Figure 1. The metal 1 layer.
Scale bar: 50 um.
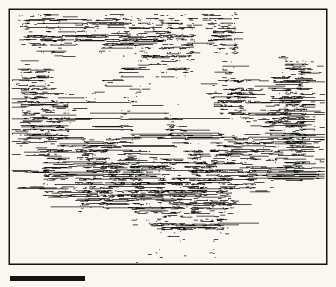
Figure 2. Met2 routing.
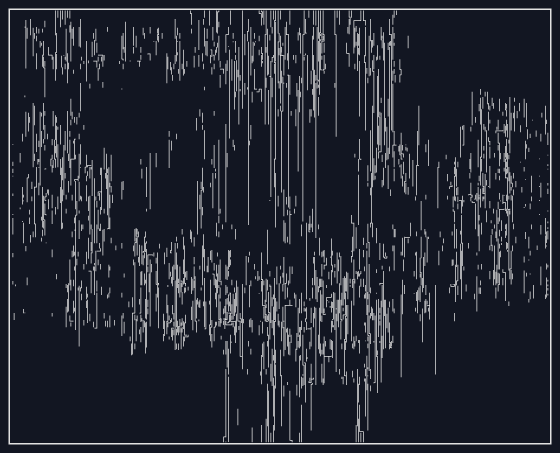
Figure 3. Signal wires on met3.
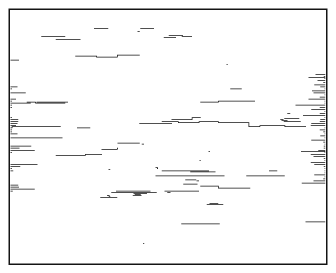
**config.mk**
```make
export PLATFORM = sky130hd
export DESIGN_NAME = digitizer_capture_ctrl
export DESIGN_NICKNAME = d
export VERILOG_FILES = /design/src/rtl/digitizer_pkg.sv /design/src/rtl/digitizer_capture_ctrl_packer.sv /design/src/rtl/digitizer_capture_ctrl.sv
export SDC_FILE = /design/constraint.sdc
export NUM_CORES = 1
export LEC_CHECK = 0
export CORE_ASPECT_RATIO = 0.8
export CORE_UTILIZATION = 25
export CTS_BUF_LIST = sky130_fd_sc_hd__clkbuf_16
export CTS_CLUSTER_DIAMETER = 40
export DETAILED_ROUTE_END_ITERATION = 7
export GPL_TIMING_DRIVEN = 0
export REMOVE_ABC_BUFFERS = 1
export SLEW_MARGIN = 10
export SYNTH_ARGS = -nofsm -noshare
export SYNTH_HDL_FRONTEND = slang
export SYNTH_SLANG_ARGS = --single-unit
export TNS_END_PERCENT = 50
```
**constraint.sdc**
```tcl
create_clock -name clk -period 4.6 [get_ports clk]
set_input_delay 0.69 -clock clk [delete_from_list [all_inputs] [get_ports clk]]
set_output_delay 0.69 -clock clk [all_outputs]
set_load 0.005 [all_outputs]
```
**src/rtl/digitizer_pkg.sv**
```systemverilog
// Shared definitions for the digitizer capture controller.
//   capture_state_t : capture FSM states
//   REG_*           : register offsets within the control block at 0x6000_0000
//   CTRL_*          : bit positions inside the control register
package digitizer_pkg;

    typedef enum logic [1:0] {
        IDLE = 2'd0,
        RUN  = 2'd1,
        LAST = 2'd2
    } capture_state_t;

    localparam logic [31:0] REG_CTRL     = 32'h0;
    localparam logic [31:0] REG_PKT_SIZE = 32'h8;

    localparam int unsigned CTRL_START = 0;
    localparam int unsigned CTRL_CONT  = 1;

endpackage

```
**src/rtl/digitizer_capture_ctrl_packer.sv**
```systemverilog
// sample_packer: pairs consecutive valid ADC samples into one beat.
//   clk, reset     : fabric clock, synchronous active-high reset
//   i_clear        : synchronous clear; drops a half-collected pair
//   i_data/i_valid : incoming sample and qualifier
//   o_beat         : {second sample, first sample}
//   o_beat_strobe  : one-cycle pulse, registered, when o_beat is new
module sample_packer #(
    parameter int SAMPLE_W = 16
) (
    input  logic                  clk,
    input  logic                  reset,
    input  logic                  i_clear,
    input  logic [SAMPLE_W-1:0]   i_data,
    input  logic                  i_valid,
    output logic [2*SAMPLE_W-1:0] o_beat,
    output logic                  o_beat_strobe
);

    logic [SAMPLE_W-1:0]   r_low;
    logic                  r_have_low;
    logic [2*SAMPLE_W-1:0] r_beat;
    logic                  r_strobe;

    always_ff @(posedge clk) begin
        if (reset || i_clear) begin
            r_have_low <= 1'b0;
            r_strobe   <= 1'b0;
        end else begin
            r_strobe <= 1'b0;
            if (i_valid) begin
                if (!r_have_low) begin
                    r_have_low <= 1'b1;
                end else begin
                    r_have_low <= 1'b0;
                    r_strobe   <= 1'b1;
                end
            end
        end
    end

    always_ff @(posedge clk) begin
        if (reset) begin
            r_low  <= '0;
            r_beat <= '0;
        end else if (!i_clear && i_valid) begin
            if (!r_have_low) r_low <= i_data;
            else             r_beat <= {i_data, r_low};
        end
    end

    assign o_beat        = r_beat;
    assign o_beat_strobe = r_strobe;

endmodule

```
**src/rtl/digitizer_capture_ctrl.sv**
```systemverilog
// digitizer_capture_ctrl: packs ADC samples into fixed-length AXI-Stream
// packets for the DMA S2MM channel.
//   cfg_start/cfg_continuous/cfg_stop/cfg_packet_bytes : software control
//   s_sample_data/s_sample_valid : ADC sample stream (cannot stall)
//   m_axis_*                     : AXI-Stream master towards the DMA
//   busy/done/cfg_error/overflow/overflow_count/packets_sent : status
module digitizer_capture_ctrl
    import digitizer_pkg::*;
#(
    parameter int SAMPLE_W = 16,
    parameter int CNT_W    = 30,
    parameter int OVF_W    = 16
) (
    input  logic                  clk,
    input  logic                  reset,
    input  logic                  cfg_start,
    input  logic                  cfg_continuous,
    input  logic                  cfg_stop,
    input  logic [31:0]           cfg_packet_bytes,
    input  logic [SAMPLE_W-1:0]   s_sample_data,
    input  logic                  s_sample_valid,
    output logic [2*SAMPLE_W-1:0] m_axis_tdata,
    output logic                  m_axis_tvalid,
    input  logic                  m_axis_tready,
    output logic                  m_axis_tlast,
    output logic                  busy,
    output logic                  done,
    output logic                  cfg_error,
    output logic                  overflow,
    output logic [OVF_W-1:0]      overflow_count,
    output logic [31:0]           packets_sent
);

    capture_state_t        r_state, w_next_state;
    logic [CNT_W-1:0]      r_beats, r_beat_idx;
    logic [2*SAMPLE_W-1:0] r_tdata;
    logic                  r_tvalid, r_tlast, r_done;
    logic                  r_cfg_error, r_overflow, r_stop_pending;
    logic [OVF_W-1:0]      r_ovf_cnt;
    logic [31:0]           r_pkts;

    logic [2*SAMPLE_W-1:0] w_pk_beat;
    logic                  w_pk_strobe, w_pk_clear;
    logic [CNT_W-1:0]      w_size_beats;
    logic                  w_size_ok, w_handshake, w_last_idx;
    logic                  w_start_ok, w_start_bad, w_load, w_drop, w_pkt_end;

    assign w_size_beats = cfg_packet_bytes[CNT_W+1:2];
    assign w_size_ok    = (w_size_beats != '0) && (cfg_packet_bytes[1:0] == 2'b00);
    assign w_handshake  = r_tvalid && m_axis_tready;
    assign w_last_idx   = (r_beat_idx == r_beats - CNT_W'(1));

    // Holding the packer clear outside RUN discards samples seen in LAST/IDLE
    // and guarantees a re-armed packet starts on a fresh sample pair.
    assign w_pk_clear = (r_state != RUN);

    sample_packer #(.SAMPLE_W(SAMPLE_W)) u_packer (
        .clk           (clk),
        .reset         (reset),
        .i_clear       (w_pk_clear),
        .i_data        (s_sample_data),
        .i_valid       (s_sample_valid),
        .o_beat        (w_pk_beat),
        .o_beat_strobe (w_pk_strobe)
    );

    always_ff @(posedge clk) begin
        if (reset) r_state <= IDLE;
        else       r_state <= w_next_state;
    end

    always_comb begin
        w_next_state = r_state;
        w_start_ok   = 1'b0;
        w_start_bad  = 1'b0;
        w_load       = 1'b0;
        w_drop       = 1'b0;
        w_pkt_end    = 1'b0;
        case (r_state)
            IDLE: begin
                if (cfg_start) begin
                    if (w_size_ok) begin
                        w_start_ok   = 1'b1;
                        w_next_state = RUN;
                    end else begin
                        w_start_bad = 1'b1;
                    end
                end
            end
            RUN: begin
                if (w_pk_strobe) begin
                    // Output register is free if empty or emptying this cycle.
                    if (!r_tvalid || m_axis_tready) begin
                        w_load = 1'b1;
                        if (w_last_idx) w_next_state = LAST;
                    end else begin
                        w_drop = 1'b1;
                    end
                end
            end
            LAST: begin
                if (w_handshake) begin
                    w_pkt_end    = 1'b1;
                    w_next_state = (cfg_continuous && !r_stop_pending && !cfg_stop) ? RUN : IDLE;
                end
            end
            default: w_next_state = IDLE;
        endcase
    end

    always_ff @(posedge clk) begin
        if (reset) begin
            r_beats        <= '0;
            r_beat_idx     <= '0;
            r_tdata        <= '0;
            r_tvalid       <= 1'b0;
            r_tlast        <= 1'b0;
            r_done         <= 1'b0;
            r_cfg_error    <= 1'b0;
            r_overflow     <= 1'b0;
            r_stop_pending <= 1'b0;
            r_ovf_cnt      <= '0;
            r_pkts         <= '0;
        end else begin
            r_done <= w_pkt_end;
            if (w_handshake) begin
                r_tvalid <= 1'b0;
                r_tlast  <= 1'b0;
            end
            if (w_load) begin
                r_tdata    <= w_pk_beat;
                r_tvalid   <= 1'b1;
                r_tlast    <= w_last_idx;
                r_beat_idx <= r_beat_idx + CNT_W'(1);
            end
            if (w_pkt_end) begin
                r_pkts     <= r_pkts + 32'd1;
                r_beat_idx <= '0;
            end
            if (w_drop) begin
                r_overflow <= 1'b1;
                if (r_ovf_cnt != '1) r_ovf_cnt <= r_ovf_cnt + OVF_W'(1);
            end
            if (w_start_bad) r_cfg_error <= 1'b1;
            if (w_start_ok) begin
                r_beats     <= w_size_beats;
                r_beat_idx  <= '0;
                r_cfg_error <= 1'b0;
                r_overflow  <= 1'b0;
                r_ovf_cnt   <= '0;
                r_pkts      <= '0;
            end
            if (w_next_state == IDLE)                 r_stop_pending <= 1'b0;
            else if (cfg_stop && r_state != IDLE)     r_stop_pending <= 1'b1;
        end
    end

    assign m_axis_tdata   = r_tdata;
    assign m_axis_tvalid  = r_tvalid;
    assign m_axis_tlast   = r_tlast;
    assign busy           = (r_state != IDLE);
    assign done           = r_done;
    assign cfg_error      = r_cfg_error;
    assign overflow       = r_overflow;
    assign overflow_count = r_ovf_cnt;
    assign packets_sent   = r_pkts;

endmodule

```
==> changes_impl.md <==
### Changed

- Outcome: completed
- Final Hold Viols: 0
- Worst setup endpoint: r_beat_idx[20]$_SDFFE_PP0P_
- Arrival time reported for the critical path endpoint: 4.27 ns
- Routing usage on met1: 0.187
- Comb gates: 788
- Cts bufs inserted: 17
- Number of nets in the layout: 1222
- Cells along the critical path: clkdlybuf4s50_1 -> nand2b_1 -> and3_2 -> nand4_1 -> nor3_1 -> nand2_1 -> or3_1 -> a21oi_1
- Power attributed to combinational cells: 0.293 mW
- Clock root cell: sky130_fd_sc_hd__clkbuf_16
- CP startpoint kind: primary input
- Top_reg_cell synth: sky130_fd_sc_hd__dfxtp_1
- Worst slew margin: 0.392
- # clk buffers: 17
- IO Port Bufs: 140
- Number of cells on the worst hold path: 2
- Class of the most critical setup path: primary input to flop
- Tap cell count: 465
- FF+latch count, synth: 198
-- Figure 1 (at the start) --
- main direction: horizontal
- share of all routed wire: 52%

-- Figure 2 (at the start) --
- wire length on this layer: 9180 um
- longest straight run: 72.5 um
- share of all routed wire: 41%
Vias: 7363
Final Routed Wirelength: 22600 um

-- Figure 3 (at the start) --
- main direction: horizontal
- share of all routed wire: 5.6%

[flip-flops by register name, summed over array words and instances (netlist names)]
register                cells
m_axis_tdata               32
r_stop_pending              1
r_beats                    30
r_beat_idx                 30
r_state                     2
m_axis_tvalid               1
packets_sent               32
overflow_count             16
cfg_error                   1
done                        1
u_packer.o_beat_strobe      1
m_axis_tlast                1
u_packer.o_beat            32
overflow                    1
u_packer.r_have_low         1
u_packer.r_low             16
[cells by family after synthesis]
| family | count (synthesis) | share of synthesized area |
|---|---|---|
| adder cells (fa/ha/maj) | 4 | 0.00579 |
| buffers and inverters | 66 | 0.0298 |
| multiplexers | 39 | 0.0454 |
| AND-OR/OR-AND | 137 | 0.0864 |
| flip-flops | 198 | 0.459 |
| XOR/XNOR | 103 | 0.104 |
| AND/OR/NAND/NOR | 505 | 0.270 |
No activity file was given, so power comes from the tool's default toggle rates.
